--- src/rtl/radio_pkg.sv ---
// Shared audio types, I2S frame constants and the 16-bit saturation helper.
package radio_pkg;

    localparam int unsigned AUDIO_W      = 16;
    localparam int unsigned DEEMPH_ALPHA = 15227;
    localparam int unsigned BCLK_HALF    = 75;
    localparam int unsigned SLOT_BITS    = 25;
    localparam int unsigned FRAME_BITS   = 2 * SLOT_BITS;
    localparam int unsigned FIFO_DEPTH   = 4;
    localparam int unsigned PREFILL      = 2;

    typedef logic signed [AUDIO_W-1:0] sample_t;

    typedef enum logic {IDLE, RUN} i2s_state_t;

    function automatic sample_t sat16(input logic signed [32:0] v);
        if (v > 33'sd32767) begin
            return 16'sh7FFF;
        end
        if (v < -33'sd32768) begin
            return 16'sh8000;
        end
        return sample_t'(v[15:0]);
    endfunction

endpackage

--- src/rtl/sample_fifo.sv ---
// Synchronous first-word-fall-through FIFO; DEPTH must be a power of two.
module sample_fifo #(
    parameter int unsigned DEPTH = 4,
    parameter int unsigned W     = 16
) (
    input  logic                   clk_i,
    input  logic                   rst_ni,
    input  logic                   push_i,
    input  logic [W-1:0]           din_i,
    input  logic                   pop_i,
    output logic [W-1:0]           dout_o,
    output logic [$clog2(DEPTH):0] count_o,
    output logic                   full_o,
    output logic                   empty_o
);

    localparam int unsigned AW = $clog2(DEPTH);
    localparam logic [AW:0] FULL_CNT = (AW+1)'(DEPTH);

    logic [W-1:0]  mem_q [DEPTH];
    logic [AW-1:0] wr_q, wr_d, rd_q, rd_d;
    logic [AW:0]   cnt_q, cnt_d;
    logic          do_push, do_pop;

    // A pop frees a slot in the same cycle, so a push into a full FIFO is legal then.
    always_comb begin
        do_pop  = pop_i && (cnt_q != '0);
        do_push = push_i && ((cnt_q != FULL_CNT) || do_pop);
        wr_d    = do_push ? wr_q + AW'(1) : wr_q;
        rd_d    = do_pop  ? rd_q + AW'(1) : rd_q;
        cnt_d   = cnt_q + (AW+1)'(do_push) - (AW+1)'(do_pop);
    end

    always_ff @(posedge clk_i) begin
        if (!rst_ni) begin
            wr_q  <= '0;
            rd_q  <= '0;
            cnt_q <= '0;
        end else begin
            wr_q  <= wr_d;
            rd_q  <= rd_d;
            cnt_q <= cnt_d;
        end
    end

    always_ff @(posedge clk_i) begin
        if (do_push) begin
            mem_q[wr_q] <= din_i;
        end
    end

    assign dout_o  = mem_q[rd_q];
    assign count_o = cnt_q;
    assign full_o  = (cnt_q == FULL_CNT);
    assign empty_o = (cnt_q == '0);

endmodule

--- src/rtl/audio_i2s_tx.sv ---
// Mono (L = R) I2S transmitter fed by a sample FIFO after radio_core.
// Optional 50 us de-emphasis is enabled by defining DEEMPH_EN.
module audio_i2s_tx
    import radio_pkg::*;
(
    input  logic        clk,
    input  logic        reset,
    input  logic        en_a,
    input  logic [15:0] demodulated,
    input  logic        mute,
    input  logic        status_clr,
    output logic        i2s_bclk,
    output logic        i2s_lrclk,
    output logic        i2s_sdata,
    output logic        underflow,
    output logic        overflow
);

    localparam int unsigned HW = $clog2(BCLK_HALF);
    localparam int unsigned BW = $clog2(FRAME_BITS);
    localparam int unsigned CW = $clog2(FIFO_DEPTH) + 1;

    logic [HW-1:0] half_q, half_d;
    logic          bclk_q, bclk_d;
    logic [BW-1:0] bit_q, bit_d;
    logic          sdata_q, sdata_d;
    logic          uf_q, uf_d, of_q, of_d;
    logic          push_q;
    sample_t       samp_q, samp_d;
    sample_t       cur_q, cur_d;
    i2s_state_t    state_q, state_d;

    logic          fall, boundary, pop, uf_set, of_set;
    logic [BW-1:0] slot_j;
    logic [3:0]    idx;
    logic [CW-1:0] fifo_count;
    logic          fifo_full, fifo_empty;
    sample_t       fifo_dout;

    always_comb begin
        half_d = half_q + HW'(1);
        bclk_d = bclk_q;
        bit_d  = bit_q;
        fall   = 1'b0;
        if (half_q == HW'(BCLK_HALF - 1)) begin
            half_d = '0;
            bclk_d = ~bclk_q;
            fall   = bclk_q;
        end
        boundary = fall && (bit_q == BW'(FRAME_BITS - 1));
        if (fall) begin
            bit_d = boundary ? '0 : bit_q + BW'(1);
        end
    end

    always_comb begin
        state_d = state_q;
        pop     = 1'b0;
        if (boundary) begin
            case (state_q)
                IDLE: begin
                    if (fifo_count >= CW'(PREFILL)) begin
                        state_d = RUN;
                        pop     = 1'b1;
                    end
                end
                RUN:     pop = 1'b1;
                default: state_d = IDLE;
            endcase
        end
    end

    always_comb begin
        cur_d  = cur_q;
        uf_set = 1'b0;
        if (pop) begin
            if (fifo_empty) begin
                uf_set = 1'b1;
            end else begin
                cur_d = fifo_dout;
            end
        end
        of_set = push_q && fifo_full && !pop;
        uf_d   = uf_set | (uf_q & ~status_clr);
        of_d   = of_set | (of_q & ~status_clr);
    end

    // Data for the bit about to start is prepared on the bclk falling edge.
    always_comb begin
        slot_j  = (bit_d >= BW'(SLOT_BITS)) ? bit_d - BW'(SLOT_BITS) : bit_d;
        idx     = 4'(BW'(AUDIO_W) - slot_j);
        sdata_d = sdata_q;
        if (fall) begin
            sdata_d = 1'b0;
            if ((state_q == RUN) && !mute && (slot_j >= BW'(1)) && (slot_j <= BW'(AUDIO_W))) begin
                sdata_d = cur_q[idx];
            end
        end
    end

`ifdef DEEMPH_EN
    localparam logic signed [32:0] ALPHA_Q = 33'(DEEMPH_ALPHA);
    logic signed [16:0] de_diff;
    logic signed [32:0] de_prod, de_sum;

    // samp_q doubles as the filter state y.
    always_comb begin
        de_diff = {demodulated[15], demodulated} - {samp_q[15], samp_q};
        de_prod = 33'(de_diff) * ALPHA_Q;
        de_sum  = 33'(samp_q) + (de_prod >>> 15);
        samp_d  = en_a ? sat16(de_sum) : samp_q;
    end
`else
    always_comb begin
        samp_d = en_a ? sample_t'(demodulated) : samp_q;
    end
`endif

    always_ff @(posedge clk) begin
        if (!reset) begin
            half_q  <= '0;
            bclk_q  <= 1'b0;
            bit_q   <= '0;
            sdata_q <= 1'b0;
            uf_q    <= 1'b0;
            of_q    <= 1'b0;
            push_q  <= 1'b0;
            samp_q  <= '0;
            cur_q   <= '0;
            state_q <= IDLE;
        end else begin
            half_q  <= half_d;
            bclk_q  <= bclk_d;
            bit_q   <= bit_d;
            sdata_q <= sdata_d;
            uf_q    <= uf_d;
            of_q    <= of_d;
            push_q  <= en_a;
            samp_q  <= samp_d;
            cur_q   <= cur_d;
            state_q <= state_d;
        end
    end

    sample_fifo #(
        .DEPTH (FIFO_DEPTH),
        .W     (AUDIO_W)
    ) u_fifo (
        .clk_i   (clk),
        .rst_ni  (reset),
        .push_i  (push_q),
        .din_i   (samp_q),
        .pop_i   (pop),
        .dout_o  (fifo_dout),
        .count_o (fifo_count),
        .full_o  (fifo_full),
        .empty_o (fifo_empty)
    );

    assign i2s_bclk  = bclk_q;
    assign i2s_lrclk = (bit_q >= BW'(SLOT_BITS));
    assign i2s_sdata = sdata_q;
    assign underflow = uf_q;
    assign overflow  = of_q;

endmodule
--- config.mk ---
export PLATFORM = sky130hd
export DESIGN_NAME = audio_i2s_tx
export DESIGN_NICKNAME = d
export VERILOG_FILES = /design/src/rtl/radio_pkg.sv /design/src/rtl/sample_fifo.sv /design/src/rtl/audio_i2s_tx.sv
export SDC_FILE = /design/constraint.sdc
export NUM_CORES = 1
export LEC_CHECK = 0
export CORE_ASPECT_RATIO = 1.1
export CORE_MARGIN = 2
export CORE_UTILIZATION = 35
export CTS_CLUSTER_DIAMETER = 80
export DETAILED_ROUTE_END_ITERATION = 10
export SLEW_MARGIN = 20
export SYNTH_ARGS = -nofsm -noshare
export SYNTH_HDL_FRONTEND = slang
export SYNTH_SLANG_ARGS = --single-unit
--- constraint.sdc ---
create_clock -name clk -period 7.9 [get_ports clk]
set_input_delay 1.185 -clock clk [delete_from_list [all_inputs] [get_ports clk]]
set_output_delay 1.185 -clock clk [all_outputs]
set_load 0.005 [all_outputs]
==> run_1/clock_nets.png <==
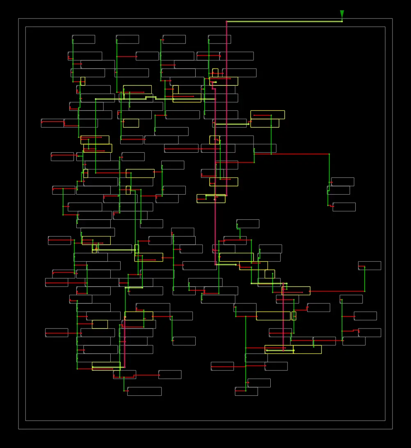
flip-flop and latch count: 122
clk latency late pin: 410 ps

==> run_1/util_map.png <==
Scale: 3 px per um. The die is cut into 12 by 13 equal tiles; black is low, pale yellow is high, 0 to 100% covered.
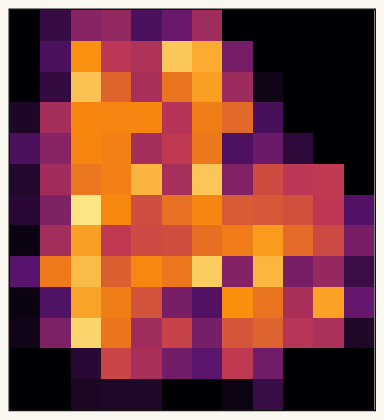
emptiest ninth of the die: top right
tiles over 75% full: 11%
fullest tile: 95%
area of the core: 0.0149 mm^2
Final Core Density: 0.427
Pre-Place Util: 0.356

==> Changelog: implementation, run 1 <==
### Implementation results

- Outcome: complete, no violations
- # fillers: roughly 1,400
- Flops after synth: 122
- Root Driver: clkbuf_16
- Final nets: 458
- Die Ht: 133 um
- Post-synth top cells: 64 x edfxtp_1, 58 x dfxtp_1, 41 x nor2b_1, 34 x mux2i_1, 18 x mux4_2
- Tool warnings: 33
- Pleak: 2.24 nW
- Clock buffer depth: 2
- Worst Hold Path EP: half_q[0]$_SDFF_PP0_
- Minimum clock period: roughly 4300 ps
- Drt wl/cell: 15.0 um
- Cell variety after synth: between 50 and 60
- CP endpoint: i2s_sdata$_SDFFE_PN0N_
- Cell count of the worst hold path: 1
- RR Endpoint: i2s_sdata$_SDFFE_PN0N_
- Synthesis area per yosys: 0.00532 mm^2
- Clock transition at path regs: 50 ps
- Die Area: 0.0162 mm^2
- Post-CTS Setup Bufs: 0
- CTS tree: yes
- Largest net degree at the start of global routing: 54
- RD Place Congestion: 0.847
- Switching share of power: 0.191
- Placed cell areas: 0.00578 mm^2
- Vias: 3,048
- Leading area contributor after synthesis: edfxtp_1
- Antenna cells: 0
- Met2 routed WL: just under 5 mm
- Rel. slew slack: 0.280
- First-pass GRT wire length: 15.6 mm
- Vias in the first global route: 3,085
- RSZ-0062 raised after global routing: false
- Fin crit share: 0.539
- Wl on met1: 4.15 mm
==> run_1/class_map.png <==
Scale: 2 px per um.
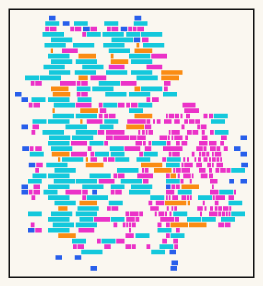
[clock drivers and dummy loads] orange | cells: 32
[remaining buffers and delay cells] blue | cells: 28
[remaining logic cells] magenta | cells: 252
[registers] cyan | cells: 122
final instance area: 0.00637 mm^2
Rows: 47
Seq/total area: 0.484

run 1: kinds of logic (layout without fill, tap and decap cells):
| kind of cell | count (synthesis) | count (layout) | synth area share |
|---|---|---|---|
| compound gates | 30 | 30 | 0.0400 |
| xor+xnor | 17 | 17 | 0.0315 |
| fa+ha+maj | 16 | 16 | 0.0391 |
| buf+inv | 30 | 76 | 0.0214 |
| flops | 122 | 122 | 0.580 |
| mux | 57 | 57 | 0.157 |
| simple gates | 116 | 116 | 0.131 |
run 1: layout make-up:
class / count / area, um^2 / area share
Sequential cell: 122 / 3080 / 0.484
Multi-Input combinational cell: 236 / 2120 / 0.333
Clock buffer: 25 / 475 / 0.0746
Timing Repair Buffer: 28 / 273 / 0.0428
Tap cell: 196 / 245 / 0.0385
Clock inverter: 7 / 118 / 0.0184
Inverter: 16 / 60.1 / 0.00942
run 1: power by group through the flow:
| stage | combinational, mW | sequential [mW] | clock, mW |
|---|---|---|---|
| after floorplan | 0.0344 | 0.706 | 0 |
| after global placement | 0.0533 | 0.709 | 0 |
| after detailed placement | 0.0547 | 0.710 | 0 |
| after CTS | 0.0549 | 0.698 | 0.784 |
| after global routing | 0.0601 | 0.700 | 0.813 |
| final | 0.0535 | 0.698 | 0.766 |
run 1: stage by stage:
step	cells	hold slack [ps]	power (mW)	util	worst slack, ps
after floorplan	388	441	0.741	-	4070
after global placement	598	458	0.762	0.387	3830
after detailed placement	598	468	0.765	0.387	3670
after CTS	630	478	1.54	0.427	3650
after global routing	630	512	1.57	0.427	3310
final	630	475	1.52	0.427	3640
run 1: critical path, stage by stage, from the launching register on:
cell     delay [ps]
dfxtp_1         390
inv_1            60
ha_1            190
and4b_4         220
nand3_1         220
nor2_1          120
a22oi_1         410
ha_1            300
nor2b_1         240
nor4_4           90
nor3b_4         400
mux2_2          390
ha_1            360
mux4_2          260
o22ai_1          90
a221o_1         350
o21ai_1         110
run 1: registers in the layout (all words and copies together), names as in the netlist, 2 cells and up:
| signal | cells |
|---|---|
| u_fifo.wr_q | 2 |
| u_fifo.rd_q | 2 |
| u_fifo.count_o | 3 |
| u_fifo.mem_q | 64 |
| bit_q | 6 |
| samp_q | 16 |
| half_q | 7 |
| cur_q | 16 |
run 1: placed cells by master (no fill, tap or decap), types with 4 or more instances in the layout:
master            n
a21oi_1           5
a31oi_1           4
and2_1           12
clkbuf_1          6
clkbuf_16        17
clkdlybuf4s50_1  25
dfxtp_1          58
edfxtp_1         64
ha_1             15
inv_1            16
mux2i_1          34
mux4_2           18
nand2_1          13
nand3_1           8
nand4_1           5
nor2_1           14
nor2b_1          41
nor3_1            4
xnor2_1           6
xor2_1           10
run 1: per-layer routing:
| metal | GRT usage | vias up |
|---|---|---|
| li1 | - | 1487 |
| met1 | 0.145 | 1492 |
| met2 | 0.219 | 56 |
| met3 | 0.0308 | 13 |
| met4 | 0.0709 | 0 |
| met5 | 0 | - |
==> run_1/layers.png <==
Scale: 2 px per um.
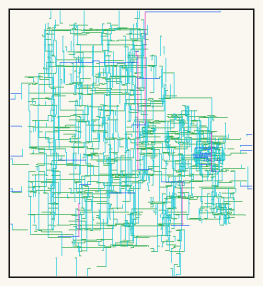

==> run 2, diff against run 1 <==
Clock period 7.9 ns to 4.29 ns, I/O delays scaled along.
==> run_2/layers.png <==
Scale: 2 px per um.
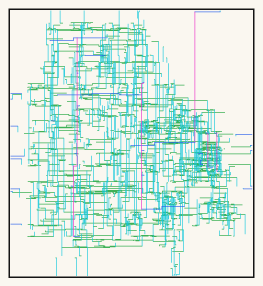
[M3] blue | wire length: 221 um
[M2] cyan | wire length: 4,800 um
[M1] green | wire length: 4,160 um
[M4] magenta | wire length: 267 um
drt wl/cell: 14.9 um
Vias: 3,024
GRT Overall Usage: 0.131
DRT Wirelength: 9.45 mm

==> Changelog: implementation, run 2 <==
### Implementation results

- Outcome: complete, no violations
- CP max-delay cell: ha_1
- Minimum clock period: 3980 ps (-280 ps)
- Leading area contributor after synthesis: edfxtp_1
- Die Ht: 133 um (unchanged)
- Area of the core: 0.0149 mm^2 (unchanged)
- First-pass GRT wire length: 15.8 mm (+1.2%)
- Critical path buffers and inverters: 3 (+2)
- Crit-path cells: inv_1, ha_1, and4b_4, nand3_1, nor2_2, a22oi_2, ha_1, nor2b_1, nor4_4, nor3b_4, buf_4, xnor2_4, inv_1, ha_1, mux4_2, o22ai_1, a221o_1, o21ai_1
- Clk latency late pin: 410 ps (about the same)
- Cell count of the worst hold path: 1 (unchanged)
- CTS tree: yes
- Power Total: 2.74 mW (+81%)
- Largest net degree at the start of global routing: 54 (unchanged)
- Placed cell areas: 0.00580 mm^2 (+0.26%)
- Antenna cells: 0 (unchanged)
- Flops after synth: 122 (unchanged)
- Top cell excl fill/tap: edfxtp_1
- Cell variety after synth: 54 (unchanged)
- RD Place Congestion: 0.847 (about the same)
- Pre-CTS setup slack: 188 ps (-3480 ps)
- Biggest register: u_fifo.mem_q
- Critical Path Most Common Cell: ha_1
- Max reg flops: 64 (unchanged)
- Synthesis area per yosys: 0.00532 mm^2 (unchanged)
- # fillers: 1,379 (-0.72%)
- Clock transition at path regs: 50 ps (about the same)
- RR Endpoint: i2s_sdata$_SDFFE_PN0N_
[run 2: worst register-to-register path, cell delays in order (launching register included)]
cell     delay [ps]
dfxtp_1         340
inv_1            70
ha_1            140
and4b_4         280
nand3_1         240
nor2_2          230
a22oi_2         120
ha_1            250
nor2b_1         160
nor4_4          340
nor3b_4          90
buf_4           170
xnor2_4         240
inv_1            80
ha_1            350
mux4_2          330
o22ai_1         190
a221o_1         180
o21ai_1          50
[run 2: how the worst max path moves through the flow]
| stage | from | endpoint | depth (start not counted) |
|---|---|---|---|
| final | half_q[0]$_SDFF_PP0_ | i2s_sdata$_SDFFE_PN0N_ | 18 |
| after global placement | half_q[0]$_SDFF_PP0_ | i2s_sdata$_SDFFE_PN0N_ | 18 |
| after CTS | half_q[0]$_SDFF_PP0_ | i2s_sdata$_SDFFE_PN0N_ | 18 |
| after floorplan | half_q[0]$_SDFF_PP0_ | i2s_sdata$_SDFFE_PN0N_ | 17 |
| after global routing | half_q[0]$_SDFF_PP0_ | i2s_sdata$_SDFFE_PN0N_ | 18 |
| after detailed placement | half_q[0]$_SDFF_PP0_ | i2s_sdata$_SDFFE_PN0N_ | 18 |
[run 2: cell type report]
class | instances | share of cell area
flip-flops and latches | 122 | 0.483
repair buffers | 30 | 0.0451
inverters | 16 | 0.00941
multi-input cells | 236 | 0.334
clock inverters | 10 | 0.0141
well taps | 196 | 0.0384
clock buffers | 22 | 0.0761
[run 2: cell families after synthesis]
kind of cell / count (synthesis) / synth area share
DFF: 122 / 0.580
and+or+nand+nor: 116 / 0.131
muxes: 57 / 0.157
AOI/OAI and AO/OA: 30 / 0.0400
buffers and inverters: 30 / 0.0214
xor gates and xnor gates: 17 / 0.0315
adders and majority gates: 16 / 0.0391
[run 2: power breakdown]
| part | switching [mW] | internal, mW |
|---|---|---|
| Sequential | 0.0201 | 1.26 |
| Combinational | 0.0457 | 0.0529 |
| Clock | 0.498 | 0.859 |
[run 2: what timing repair did]
action                     4_1_cts  5_1_grt
setup endpoints to repair        0        1
gates resized                    0        2
hold buffers                     0        0
[run 2: stage by stage]
step	hold WS [ps]	std cells	util
finish	483	632	0.427
global route	519	632	0.427
CTS	484	632	0.427
detailed placement	472	600	0.388
global placement	459	600	0.388
floorplan	441	388	-
[run 2: per-layer routing]
| metal | share of wire | routed length (um) | vias to the layer above | GRT usage |
|---|---|---|---|---|
| li1 | - | - | 1488 | - |
| met1 | 0.44 | 4160 | 1477 | 0.148 |
| met2 | 0.51 | 4800 | 41 | 0.224 |
| met3 | 0.023 | 220 | 18 | 0.0364 |
| met4 | 0.028 | 266 | 0 | 0.0696 |
| met5 | 0 | 0 | - | 0 |
No activity file was given, so power comes from the tool's default toggle rates.
